The metal 1 layer:
Drawn at 1 px/um. Supply wires on this layer in grey. Cells faint in the background.
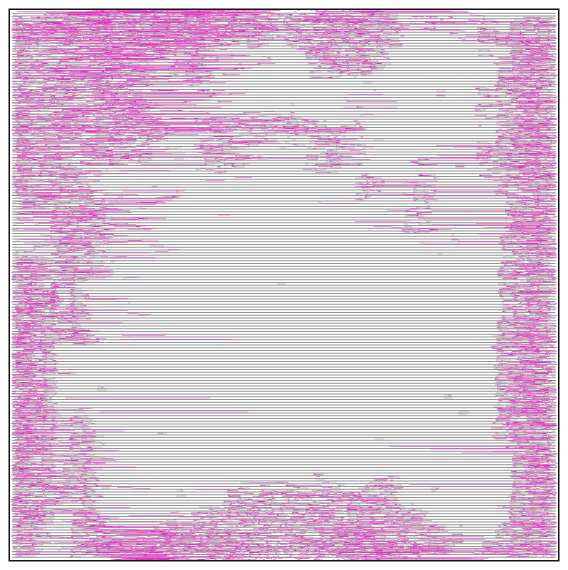
Sequential cells grouped by signal name:
Drawn at 1 px/um. Other sequential cells in the stronger grey, the rest of the logic in the fainter grey.
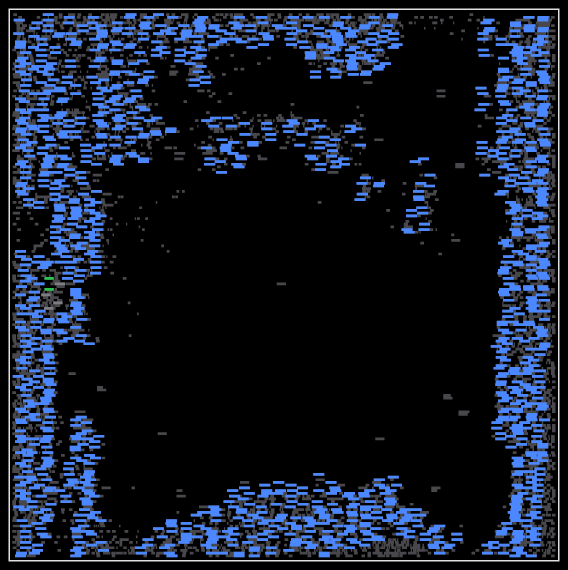
M4 wires:
Drawn at 1 px/um. Supply wires on this layer in grey.
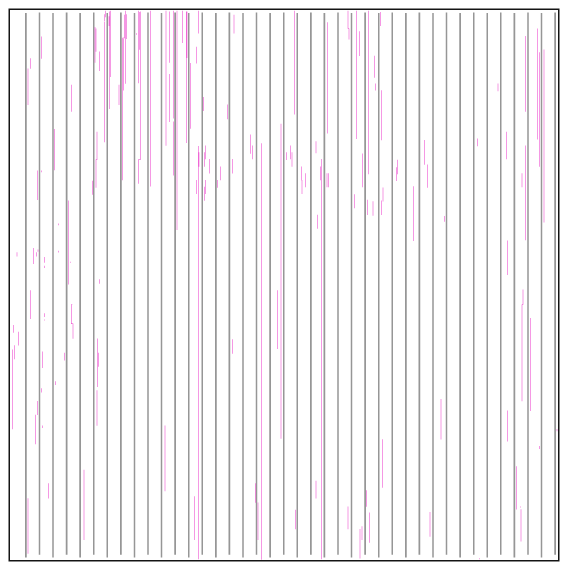
Routing congestion:
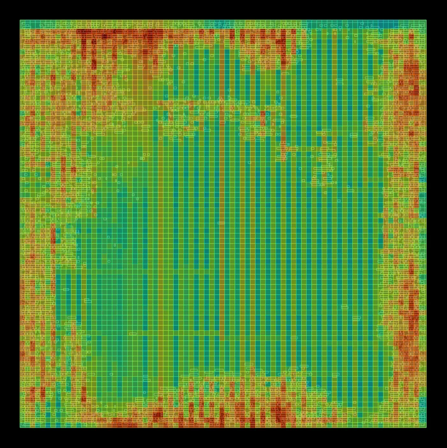
==> config.mk <==
export PLATFORM = sky130hd
export DESIGN_NAME = fifo_ring_n
export DESIGN_NICKNAME = d
export VERILOG_FILES = /design/src/rtl/fifo_ring_pkg.sv /design/src/rtl/fifo_bank.sv /design/src/rtl/fifo_ring_n.sv
export SDC_FILE = /design/constraint.sdc
export NUM_CORES = 2
export LEC_CHECK = 0
export CORE_AREA = 2 2 546 548
export DETAILED_ROUTE_END_ITERATION = 8
export DIE_AREA = 0 0 548 550
export GPL_ROUTABILITY_DRIVEN = 0
export SLEW_MARGIN = 5
export SYNTH_ARGS = -nofsm -noshare
export SYNTH_HDL_FRONTEND = slang
export SYNTH_SLANG_ARGS = --single-unit
==> constraint.sdc <==
create_clock -name CLK -period 50.4 [get_ports CLK]
set_input_delay 5.04 -clock CLK [delete_from_list [all_inputs] [get_ports CLK]]
set_output_delay 5.04 -clock CLK [all_outputs]
set_load 0.1 [all_outputs]
==> src/rtl/fifo_ring_pkg.sv <==
// Shared limits, bank-index type and sizing helpers for the banked ring FIFO.
package fifo_ring_pkg;
   localparam int MAX_NBANKS     = 16;
   localparam int MAX_BANK_DEPTH = 16;

   typedef logic [$clog2(MAX_NBANKS)-1:0] bank_idx_t;

   function automatic int count_w(input int nbanks, input int depth);
      return $clog2(nbanks * depth + 1);
   endfunction

   function automatic bank_idx_t next_bank(input bank_idx_t cur, input int nbanks);
      return (int'(cur) == nbanks - 1) ? '0 : cur + bank_idx_t'(1);
   endfunction
endpackage

==> src/rtl/fifo_bank.sv <==
// One circular-buffer bank: head is read combinationally (0-cycle read latency).
// push/pop are qualified by the caller against full/empty; storage is never reset.
module fifo_bank #(
   parameter int WIDTH      = 704,
   parameter int BANK_DEPTH = 1
) (
   input  logic             clk,
   input  logic             rst_n,
   input  logic             clr,
   input  logic             push,
   input  logic             pop,
   input  logic [WIDTH-1:0] push_dat,
   output logic [WIDTH-1:0] head_dat,
   output logic             full,
   output logic             empty
);
   localparam int PW = (BANK_DEPTH > 1) ? $clog2(BANK_DEPTH) : 1;
   localparam int OW = $clog2(BANK_DEPTH + 1);

   logic [WIDTH-1:0] mem [BANK_DEPTH];
   logic [PW-1:0]    wr_ptr, rd_ptr;
   logic [OW-1:0]    occ;

   function automatic logic [PW-1:0] inc(input logic [PW-1:0] p);
      return (p == PW'(BANK_DEPTH - 1)) ? '0 : p + PW'(1);
   endfunction

   always_ff @(posedge clk or negedge rst_n) begin
      if (!rst_n) begin
         wr_ptr <= '0;
         rd_ptr <= '0;
         occ    <= '0;
      end else if (clr) begin
         wr_ptr <= '0;
         rd_ptr <= '0;
         occ    <= '0;
      end else begin
         if (push) wr_ptr <= inc(wr_ptr);
         if (pop)  rd_ptr <= inc(rd_ptr);
         if (push && !pop)      occ <= occ + OW'(1);
         else if (pop && !push) occ <= occ - OW'(1);
      end
   end

   // Data-only storage; a stale slot is unreachable once pointers are cleared.
   always_ff @(posedge clk) begin
      if (push) mem[wr_ptr] <= push_dat;
   end

   assign head_dat = mem[rd_ptr];
   assign full     = (occ == OW'(BANK_DEPTH));
   assign empty    = (occ == '0);
endmodule

==> src/rtl/fifo_ring_n.sv <==
// In-order FIFO of NBANKS round-robin banks; first word visible 1 cycle after enqueue.
// RDYs come from registered state only; no enq->deq bypass, no deq->enq pass-through when full.
module fifo_ring_n
   import fifo_ring_pkg::*;
#(
   parameter int WIDTH      = 704,
   parameter int NBANKS     = 2,
   parameter int BANK_DEPTH = 1,
   localparam int CNT_W     = count_w(NBANKS, BANK_DEPTH)
) (
   input  logic             CLK,
   input  logic             nRST,
   input  logic             in_enq__ENA,
   input  logic [WIDTH-1:0] in_enq_v,
   output logic             in_enq__RDY,
   input  logic             out_deq__ENA,
   output logic             out_deq__RDY,
   output logic [WIDTH-1:0] out_first,
   output logic             out_first__RDY,
   input  logic             flush__ENA,
   output logic             flush__RDY,
   output logic [CNT_W-1:0] count
);
   localparam int SEL_W = $clog2(NBANKS);
   typedef logic [SEL_W-1:0] sel_t;

   if (NBANKS < 2 || NBANKS > MAX_NBANKS || BANK_DEPTH < 1 || BANK_DEPTH > MAX_BANK_DEPTH) begin : g_bad_cfg
      $error("fifo_ring_n: NBANKS or BANK_DEPTH out of range");
   end

   sel_t             wr_sel, rd_sel;
   logic [NBANKS-1:0] bank_full, bank_empty;
   logic [WIDTH-1:0] bank_head [NBANKS];
   logic             enq_fire, deq_fire;

   assign in_enq__RDY    = !bank_full[wr_sel];
   assign out_deq__RDY   = !bank_empty[rd_sel];
   assign out_first__RDY = out_deq__RDY;
   assign flush__RDY     = 1'b1;
   assign enq_fire       = in_enq__ENA && in_enq__RDY && !flush__ENA;
   assign deq_fire       = out_deq__ENA && out_deq__RDY && !flush__ENA;
   // Storage is unreset, so the head is masked to zero while the ring is empty.
   assign out_first      = out_deq__RDY ? bank_head[rd_sel] : '0;

   for (genvar i = 0; i < NBANKS; i++) begin : g_bank
      fifo_bank #(.WIDTH(WIDTH), .BANK_DEPTH(BANK_DEPTH)) u_bank (
         .clk      (CLK),
         .rst_n    (nRST),
         .clr      (flush__ENA),
         .push     (enq_fire && (wr_sel == sel_t'(i))),
         .pop      (deq_fire && (rd_sel == sel_t'(i))),
         .push_dat (in_enq_v),
         .head_dat (bank_head[i]),
         .full     (bank_full[i]),
         .empty    (bank_empty[i])
      );
   end

   always_ff @(posedge CLK or negedge nRST) begin
      if (!nRST) begin
         wr_sel <= '0;
         rd_sel <= '0;
         count  <= '0;
      end else if (flush__ENA) begin
         wr_sel <= '0;
         rd_sel <= '0;
         count  <= '0;
      end else begin
         if (enq_fire) wr_sel <= sel_t'(next_bank(bank_idx_t'(wr_sel), NBANKS));
         if (deq_fire) rd_sel <= sel_t'(next_bank(bank_idx_t'(rd_sel), NBANKS));
         if (enq_fire && !deq_fire)      count <= count + CNT_W'(1);
         else if (deq_fire && !enq_fire) count <= count - CNT_W'(1);
      end
   end
endmodule
==> metrics.csv <==
stage,metric,value,unit
die,floorplan core density,18.0,%
final_timing,Final Setup Violations,0,
grt,initial antenna violation count,78,
power_and_ir_drop,Comb pwr share,25.0,%
placed_design,dpl ws,39.17,ns
worst_setup_path,slowest cell delay on critical path,1.01,ns
worst_setup_path,kind of critical path,flip-flop to output port,
cts,CTS tree,built,
final_timing,final hold violations,0,
outcome,status,"finished, final reports clean",
synth,Synth Warn #,0,
placed_design,port buffer count,1417,
synth,yosys cell count,3007,
worst_setup_path,crit start category,flip-flop,
synth,Synth cell types,26,
final_timing,RSZ-0062 raised after global routing,false,
final_timing,Clock Skew,0.0752,ns
layout,number of logic gates,1432,
job,tool warning count,35,
worst_setup_path,R2R cell count,8,
grt,vias in the first global route,32706,
power_and_ir_drop,sw frac,33.9,%
cts,cts repair resizes,0,
worst_setup_path,RR Startpoint,wr_sel,
synth,Syn Std Cell Area,53300,sq um
cts,clock root cell,clkbuf_16,
power_and_ir_drop,Pleak,24.1,nW
cts,# H-tree levels,4,
die,die area,301000,sq um
cts,Clock Tree Buf Depth,4,
worst_setup_path,critical path peak fanout,83,
synth,and-or/or-and share of the synthesized area,0.0611,%
route,vias per cell,3.78,
cts,"Setup Fix Bufs, Post-CTS",0,
layout,Commonest Layout Cell,edfxtp_1,
worst_setup_path,WP buf/inv,6,
route,ANT nets after route,0,
route,Starting DRT DRC Count,2293,
die,row count,200,
layout,total number of sequential cells,1414,
placed_design,placed cell area,71800,sq um
layout,Non-CTS buffers,1463,
power_and_ir_drop,Final Total Pwr,3.40,mW
die,core area,296000,sq um
power_and_ir_drop,Pwr per Cell Area,44.0,nW/um^2
synth,yosys stat area,53300,sq um
worst_setup_path,CP most frequent cell,buf_4,
synth,syn nets,3716,
layout,number of diodes,31,
route,# DRC,0,
worst_setup_path,CP top delay family,buffers and inverters,
cts,Worst-path clk slew,0.06,ns
cts,post-cts hold buffer count,0,
die,Tap Cells,3939,
final_timing,setup TNS,0,ns
layout,post-route cell area,77200,sq um
final_timing,Slew @ Worst Pin,1.29,ns
layout,flop share of the area,55.0,%
layout,P&R area growth vs syn,44.9,%
worst_setup_path,Critical Path AT,7.07,ns
grt,largest net degree at the start of global routing,163,
final_timing,Final Cycle Share,24.0,%
synth,simple-gate share of the synthesized area,5.13,%
route,drt pass-1 iters,7,
layout,fillcell total,30136,
final_timing,Max-slew headroom,13.6,%
die,Die Wd,548,um
synth,Cells after Synth,3007,
placed_design,placed instance count,8249,
power_and_ir_drop,register share of total power,40.6,%
layout,Data buffer area share,18.8,%
die,Die Y,550,um
layout,# clk buffers,192,
cts,clk sinks,1414,
worst_setup_path,Worst R2R End,g_bank[1].u_bank.mem[0][192],
layout,most instantiated logic cells after routing,"edfxtp_1, clkdlybuf4s50_1, nor2_1, mux2i_1, clkbuf_16",
worst_hold_path,Worst Hold Endpoint,g_bank[1].u_bank.full,
final_timing,pins over their slew limit,0,
worst_hold_path,Hold Path Stages,1,
synth,sequential share of the synthesized area,79.7,%
layout,invs w/o clock,1,
Back to the opening pictures, 'the metal 1 layer':
nets with wire on the layer: 4817
share of all routed wire: 36%
longest straight run: 149 um
met1 global-route usage: 14.0%
Via Count: 32426
WL final: 209 mm

Back to the opening pictures, 'sequential cells grouped by signal name':
legend:
  g_bank.u_bank.mem:
    colour: blue
    flops: 1408
    where: spread over the die
  g_bank.u_bank.full:
    colour: green
    flops: 2
not coloured: 4

Back to the opening pictures, 'M4 wires':
longest straight run: 416 um
main direction: vertical
wire length on this layer: 7220 um
share of all routed wire: 3.5%
nets with wire on the layer: 115

Back to the opening pictures, 'routing congestion':
GRT Util Overall: 13.1%
Routed WL per cell: 24.4 um

==> synth_stat cells (all sizes together) <==
library cell     n  area [sq um]
a22oi            1          12.5
and3             1          7.51
dfrtp            6           150
a21oi            1          5.00
nor2           707          2650
nand2            2          12.5
xor2             1          8.76
inv              1          3.75
mux2i          706          7080
xnor2            1          8.76
xor3             1          23.8
and2b            1          8.76
nor3b            2          20.0
edfxtp        1408         42300
a311oi           1          8.76
o22ai            1          6.26
conb             1          3.75
buf            160           922
nor2b            3          26.3
mux2             1          11.3
nor3             1          5.00
==> worst max path at each step <==
stage	from	endpoint	slack, ns	cells past startpoint
global placement	rd_sel	out_first[355]	39.40	8
CTS	rd_sel	out_first[371]	38.20	8
global route	rd_sel	out_first[378]	37.80	8
detailed placement	rd_sel	out_first[371]	39.17	8
floorplan	in_enq__ENA	g_bank[1].u_bank.mem[0][0]	16.62	2
finish	rd_sel	out_first[371]	38.29	8
==> per-layer routing <==
layer,wire [um],vias to the layer above,track usage (%)
met3,21600,371,5.64
li1,-,14234,-
met1,74700,16217,14.0
met5,236,-,0
met4,7220,34,4.45
met2,105000,1570,23.2
==> sequential cells by signal (all words and copies together) (netlist names) <==
register / count
wr_sel: 1
count: 2
g_bank.u_bank.mem: 1408
rd_sel: 1
g_bank.u_bank.full: 2
==> power groups by stage <==
stage | Sequential [mW] | Combinational [mW] | Clock (mW)
4_1_cts | 1.38 | 0.856 | 1.21
3_3_place_gp | 1.40 | 0.850 | 0
2_1_floorplan | 1.46 | 0.586 | 0
3_5_place_dp | 1.40 | 0.854 | 0
6_report | 1.38 | 0.848 | 1.17
5_1_grt | 1.38 | 0.874 | 1.25
No activity file was given, so power comes from the tool's default toggle rates.
